[config.mk]
export PLATFORM = sky130hd
export DESIGN_NAME = usr_deser_flat
export DESIGN_NICKNAME = d
export VERILOG_FILES = /design/src/rtl/usr_deser_if.sv /design/src/rtl/usr_deser.sv /design/src/flat_wrapper.sv
export SDC_FILE = /design/constraint.sdc
export NUM_CORES = 1
export LEC_CHECK = 0
export CAP_MARGIN = 20
export CORE_ASPECT_RATIO = 0.8
export CORE_MARGIN = 5
export CORE_UTILIZATION = 40
export CTS_CLUSTER_DIAMETER = 50
export DETAILED_ROUTE_END_ITERATION = 8
export PLACE_DENSITY = 0.63
export SLEW_MARGIN = 0
export SYNTH_ARGS = -nofsm -noshare
export SYNTH_HDL_FRONTEND = slang
export SYNTH_SLANG_ARGS = --single-unit
[constraint.sdc]
create_clock -name clock -period 1.8 [get_ports clock]
set_input_delay 0.27 -clock clock [delete_from_list [all_inputs] [get_ports clock]]
set_output_delay 0.27 -clock clock [all_outputs]
set_load 0.005 [all_outputs]
[src/rtl/usr_deser_if.sv]
`default_nettype none
// ============================================================================
//  Module   : usr_deser_if
//  Brief    : Serial-in / word-out bundle for the usr deserializer. It carries
//             the bit stream, the valid/ready word port and the status flags.
//  Revision : 1.0 - initial release
// ============================================================================
interface usr_deser_if #(
    parameter int N = 8
);
    localparam int c_cnt_w = $clog2(N + 1);

    logic               sin_valid;
    logic               sin_bit;
    logic               sin_start;
    logic               sin_dir;
    logic               out_valid;
    logic               out_ready;
    logic [N-1:0]       out_data;
    logic               busy;
    logic [c_cnt_w-1:0] bit_cnt;
    logic               overrun;
    logic               frame_err;

    // Bit source and word consumer side.
    modport master (
        output sin_valid, sin_bit, sin_start, sin_dir, out_ready,
        input  out_valid, out_data, busy, bit_cnt, overrun, frame_err
    );

    // Deserializer side.
    modport slave (
        input  sin_valid, sin_bit, sin_start, sin_dir, out_ready,
        output out_valid, out_data, busy, bit_cnt, overrun, frame_err
    );
endinterface
`default_nettype wire

[src/rtl/usr_deser.sv]
`default_nettype none
// ============================================================================
//  Module   : usr_deser
//  Brief    : Reassembles the serial stream of a usr stage (MSB first or LSB
//             first) into N-bit words and offers them through a one-word
//             holding register on a valid/ready port.
//  Revision : 1.0 - initial release
// ============================================================================
module usr_deser #(
    parameter int N = 8
) (
    input  wire logic   clock,
    input  wire logic   reset,
    usr_deser_if.slave  bus
);
    localparam int                 c_cnt_w = $clog2(N + 1);
    localparam logic [c_cnt_w-1:0] c_last  = c_cnt_w'(N - 1);
    localparam logic [c_cnt_w-1:0] c_one   = c_cnt_w'(1);

    typedef enum logic [0:0] {
        S_IDLE  = 1'b0,
        S_SHIFT = 1'b1
    } state_t;

    state_t             r_state;
    state_t             w_state_nxt;
    logic [N-1:0]       r_sreg;
    logic [N-1:0]       w_sreg_nxt;
    logic               r_dir;
    logic               w_dir_nxt;
    logic [c_cnt_w-1:0] r_cnt;
    logic [c_cnt_w-1:0] w_cnt_nxt;
    logic               w_complete;
    logic               w_frame_hit;
    logic               w_slot_free;

    logic               r_out_valid;
    logic [N-1:0]       r_out_data;
    logic               r_overrun;
    logic               r_frame_err;

    // Direction 0 mirrors a left shift (first bit ends up as MSB), direction 1
    // mirrors a right shift (first bit ends up as LSB).
    function automatic logic [N-1:0] f_shift(input logic dir,
                                             input logic [N-1:0] s,
                                             input logic b);
        if (dir)
            return {b, s[N-1:1]};
        else
            return {s[N-2:0], b};
    endfunction

    // State register.
    always_ff @(posedge clock) begin
        if (reset)
            r_state <= S_IDLE;
        else
            r_state <= w_state_nxt;
    end

    // Next state and collector next values; a start always restarts the word.
    always_comb begin
        w_state_nxt = r_state;
        w_sreg_nxt  = r_sreg;
        w_dir_nxt   = r_dir;
        w_cnt_nxt   = r_cnt;
        w_complete  = 1'b0;
        w_frame_hit = 1'b0;
        case (r_state)
            S_IDLE: begin
                if (bus.sin_valid && bus.sin_start) begin
                    w_dir_nxt   = bus.sin_dir;
                    w_sreg_nxt  = f_shift(bus.sin_dir, r_sreg, bus.sin_bit);
                    w_cnt_nxt   = c_one;
                    w_state_nxt = S_SHIFT;
                end
            end
            S_SHIFT: begin
                if (bus.sin_valid) begin
                    if (bus.sin_start) begin
                        w_frame_hit = 1'b1;
                        w_dir_nxt   = bus.sin_dir;
                        w_sreg_nxt  = f_shift(bus.sin_dir, r_sreg, bus.sin_bit);
                        w_cnt_nxt   = c_one;
                    end else begin
                        w_sreg_nxt = f_shift(r_dir, r_sreg, bus.sin_bit);
                        if (r_cnt == c_last) begin
                            w_complete  = 1'b1;
                            w_cnt_nxt   = '0;
                            w_state_nxt = S_IDLE;
                        end else begin
                            w_cnt_nxt = r_cnt + c_one;
                        end
                    end
                end
            end
            default: begin
                w_state_nxt = S_IDLE;
            end
        endcase
    end

    // Collector datapath registers.
    always_ff @(posedge clock) begin
        if (reset) begin
            r_sreg <= '0;
            r_dir  <= 1'b0;
            r_cnt  <= '0;
        end else begin
            r_sreg <= w_sreg_nxt;
            r_dir  <= w_dir_nxt;
            r_cnt  <= w_cnt_nxt;
        end
    end

    // The slot can take a new word if empty or being popped this same cycle.
    assign w_slot_free = !r_out_valid || bus.out_ready;

    // Holding register, handshake and sticky error flags.
    always_ff @(posedge clock) begin
        if (reset) begin
            r_out_valid <= 1'b0;
            r_out_data  <= '0;
            r_overrun   <= 1'b0;
            r_frame_err <= 1'b0;
        end else begin
            if (w_complete && w_slot_free) begin
                r_out_valid <= 1'b1;
                r_out_data  <= w_sreg_nxt;
            end else begin
                if (w_complete)
                    r_overrun <= 1'b1;
                if (r_out_valid && bus.out_ready)
                    r_out_valid <= 1'b0;
            end
            if (w_frame_hit)
                r_frame_err <= 1'b1;
        end
    end

    assign bus.out_valid = r_out_valid;
    assign bus.out_data  = r_out_data;
    assign bus.busy      = (r_state == S_SHIFT);
    assign bus.bit_cnt   = r_cnt;
    assign bus.overrun   = r_overrun;
    assign bus.frame_err = r_frame_err;
endmodule
`default_nettype wire

[src/flat_wrapper.sv]
// flat-port wrapper written by rule: the top's interface ports become plain ports
module usr_deser_flat 
#(
    parameter int N = 8
)
  (clock, reset, bus_sin_valid, bus_sin_bit, bus_sin_start, bus_sin_dir, bus_out_ready, bus_out_valid, bus_out_data, bus_busy, bus_bit_cnt, bus_overrun, bus_frame_err);
  usr_deser_if #(.N(N)) bus_i ();
  input  wire logic clock;
  input  wire logic reset;
  input wire logic [$bits(bus_i.sin_valid)-1:0] bus_sin_valid;
  input wire logic [$bits(bus_i.sin_bit)-1:0] bus_sin_bit;
  input wire logic [$bits(bus_i.sin_start)-1:0] bus_sin_start;
  input wire logic [$bits(bus_i.sin_dir)-1:0] bus_sin_dir;
  input wire logic [$bits(bus_i.out_ready)-1:0] bus_out_ready;
  output wire logic [$bits(bus_i.out_valid)-1:0] bus_out_valid;
  output wire logic [$bits(bus_i.out_data)-1:0] bus_out_data;
  output wire logic [$bits(bus_i.busy)-1:0] bus_busy;
  output wire logic [$bits(bus_i.bit_cnt)-1:0] bus_bit_cnt;
  output wire logic [$bits(bus_i.overrun)-1:0] bus_overrun;
  output wire logic [$bits(bus_i.frame_err)-1:0] bus_frame_err;
  assign bus_i.sin_valid = bus_sin_valid;
  assign bus_i.sin_bit = bus_sin_bit;
  assign bus_i.sin_start = bus_sin_start;
  assign bus_i.sin_dir = bus_sin_dir;
  assign bus_i.out_ready = bus_out_ready;
  assign bus_out_valid = bus_i.out_valid;
  assign bus_out_data = bus_i.out_data;
  assign bus_busy = bus_i.busy;
  assign bus_bit_cnt = bus_i.bit_cnt;
  assign bus_overrun = bus_i.overrun;
  assign bus_frame_err = bus_i.frame_err;
  usr_deser #(.N(N)) u_core (.clock(clock), .reset(reset), .bus(bus_i));
endmodule
==> images/gate_families.png <==
Drawn at 6 px/micron.
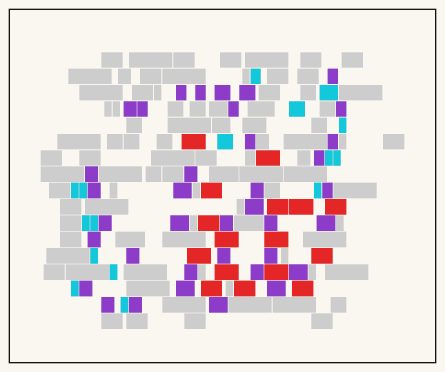
[inverting AOI/OAI gates] purple | cells: 37
[NAND gates] cyan | cells: 16
[multiplexers] red | cells: 16

==> images/clock_map.png <==
Drawn at 6 px/micron.
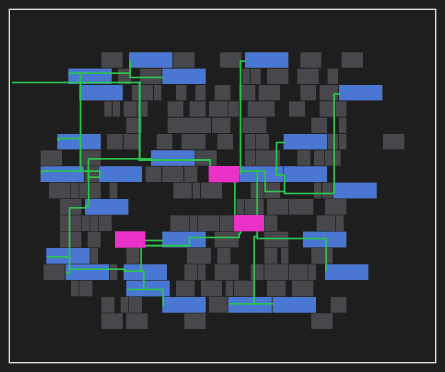
[clock wires] green | length: 319 microns
[cells driving clock nets] magenta | count: 3
[flip-flops] blue | count: 25
routed clock nets: 4
flops lie: spread over the die

==> images/port_nets.png <==
Drawn at 6 px/micron.
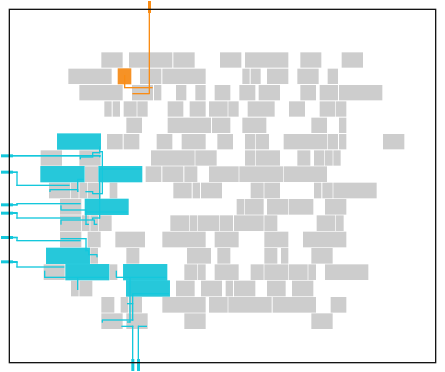
[bus_out_ready] orange | bits: 1 | direction: input | edge: top | end cells: 1 | buffers: 1 | wire: 23.1 microns
[bus_out_data] cyan | bits: 8 | direction: output | edge: 6 left, 2 bottom | end cells: 8 | buffers: 8 | wire: 205 microns

==> images/final_congestion.png <==
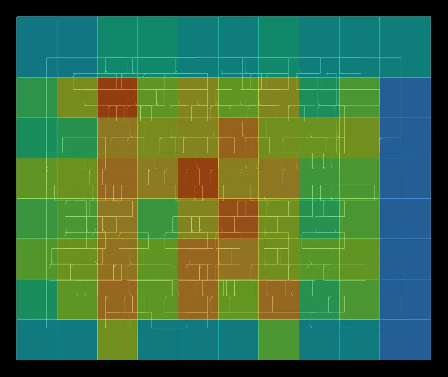
aggregate global-route resource usage: 15.0%
met2 global-route usage: 21.8%

==> images/wire_density.png <==
Drawn at 6 px/micron. 14 x 12 tiles, from white (low) to dark blue (high), scaled to the fullest tile. Values are wire area over tile area, all layers added.
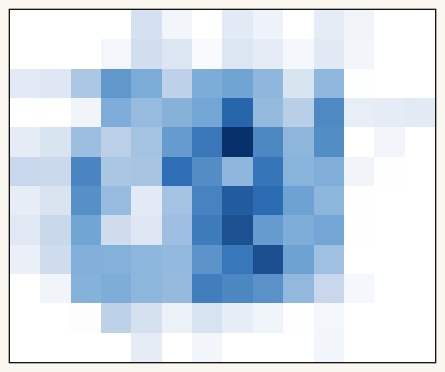
mean over tiles: 0.11
tiles over half the peak: 19%
densest ninth of the die: middle
nearly empty tiles: 31%
fullest tile: 0.44

==> qor.csv <==
stage,metric,value,unit
yosys,number of warnings issued by yosys,0,
routing,number of DRC markers in iteration 0,42,
pwr,power in sequential cells,0.598,mW
pwr,leakage power,0.572,nW
sta,Final Hold Violation Tally,0,
place,detailed-placement wirelength estimate,2080,microns
finish,final cell count without fillers,194,
pwr,PD cells,705,nW/um^2
pwr,Final Power,1.09,mW
yosys,number of nets at floorplan,138,
sta,final-layout setup total negative slack,0,ns
grt,number of antenna violations at the first check in global routing,0,
critical_path,CP endpoint kind,register,
die,area of the core region,2810,sq um
yosys,sequential-to-total area share from yosys stat,42.3,%
clocking,post-CTS resize count,0,
run,number of OpenROAD warnings,26,
critical_path,minimum setup slack among reg-to-reg paths,0.15,ns
critical_path,class of the most critical setup path,reg -> reg,
place,routability congestion estimate from global placement,0.757,
pwr,internal power of the cells,0.803,mW
hold_path,worst hold-check path type,reg -> reg,
sta,Worst Slack Setup Final,0.151,ns
yosys,synthesized instance count,130,
routing,routed length on met2,1250,microns
grt,met3 track demand over resource,3.92,%
critical_path,crit-path max FO,8,
grt,global-route wire length before repair,5070,microns
place,placed cells,190,
yosys,"area fraction in full adders, half adders and majority gates",1.06,%
pwr,part of the power in combinational logic,13.3,%
yosys,biggest combinational cell group after synthesis,AND-OR/OR-AND gates,
pwr,Largest Pwr Group,registers,
finish,Commonest Layout Cell,dfxtp_1,
routing,Met3 Routed Length,117,microns
routing,"wirelength, routed",2930,microns
run_status,run status,finished clean,
critical_path,element type at the critical path start,register,
yosys,area of the synthesized netlist per yosys stat,1180,sq um
pwr,switching share of power,26.2,%
finish,final core utilization,54.9,%
finish,fin area,1540,sq um
sta,slew at the pin closest to its max-slew limit,0.398,ns
yosys,cell area after synthesis,1180,sq um
run,number of max-cap violations,0,
clocking,clock root buffer master,clkbuf_8,
pwr,Net Sw Power,0.285,mW
sta,setup-violating endpoint count in the final report,0,
grt,busiest metal layer after global routing,met1,
pwr,part of the total power dissipated in the clock network,31.8,%
finish,most numerous logic cells after layout,"25 x dfxtp_1, 22 x clkdlybuf4s50_1, 16 x o22ai_1, 12 x nand2_1, 12 x nor2_1",
clocking,CTS tree,done,
finish,number of nets in the layout,165,
critical_path,critical path arrival,1.85,ns
routing,Highest Signal Layer,met4,
die,overall die height,58.7,microns
sta,Pins Over Slew Limit,0,
sta,maximum operating frequency,0.607,GHz
yosys,fraction of the mapped netlist area in simple logic gates,16.5,%
routing,tally of nets with antenna violations remaining after routing,0,
die,number of top-level pins,23,
grt,largest net degree at the start of global routing,19,
die,initial core utilization,42.2,%
routing,WL/cell,15.1,microns
routing,via count,1072,
clocking,clock transition at the registers of the reported paths,0.09,ns
pwr,sequential share of power,55.0,%
yosys,total cells reported by yosys after synthesis,130,
finish,Area growth syn-to-layout,30.3,%
routing,Residual DRC,0,
clocking,cts-stage hold buffer count,0,
pwr,power consumed by the clock network,0.345,mW
yosys,"Avg Cell Area, Syn",9.10,sq um
grt,overflow left after global routing,0,
sta,crit path time final,1.65,ns
yosys,Cell variety after synth,27,
cells in the mapped netlist:
cell,instances,area [sq um]
o21ai_0,2,10.0
or4_1,2,15.0
a21oi_1,8,40.0
and3b_1,2,17.5
buf_2,6,30.0
nor3_2,1,10.0
mux2_2,8,90.1
o2111a_1,1,11.3
and2_1,1,6.26
dfxtp_1,25,500
a31oi_1,1,6.26
nor3_1,1,5.00
ha_1,1,12.5
a22oi_1,2,15.0
mux2i_1,8,80.1
inv_1,2,7.51
nand3b_1,2,15.0
nand4b_1,1,8.76
nand2_1,12,45.0
nor2b_1,1,6.26
o22ai_1,16,100
and4b_1,1,10.0
nand3_1,1,5.00
nor2_1,12,45.0
a2111oi_0,8,70.1
clkbuf_1,4,15.0
or2_2,1,6.26
worst paths after layout:
kind,endpoint,from,cells past startpoint
worst max-delay path,u_core.bus.out_data[3],u_core.bus.bit_cnt[0],4
worst min-delay path,u_core.bus.out_data[2],u_core.bus.out_data[2],2
worst max register to register,u_core.bus.out_data[3],u_core.bus.bit_cnt[0],4
worst min register to register,u_core.bus.out_data[2],u_core.bus.out_data[2],2
cell type report:
type / instances / area (sq um)
multi-input cells: 93 / 631
repair buffers: 32 / 308
fillers: 276 / 1260
well taps: 38 / 47.5
clock inverters: 1 / 7.51
inverters: 2 / 7.51
flip-flops and latches: 25 / 500
clock buffers: 3 / 41.3
state kept, by name (all words and copies together) (netlist names):
register,cells
u_core.bus.busy,1
u_core.bus.bit_cnt,4
u_core.bus.out_valid,1
u_core.bus.overrun,1
u_core.r_sreg,8
u_core.bus.frame_err,1
u_core.r_dir,1
u_core.bus.out_data,8
critical path: stages, from the launching register on:
cell	delay, ns
dfxtp_1	0.41
ha_1	0.24
nand3b_1	0.12
or4_1	0.57
o22ai_1	0.23
Power and IR drop assume default switching activity.
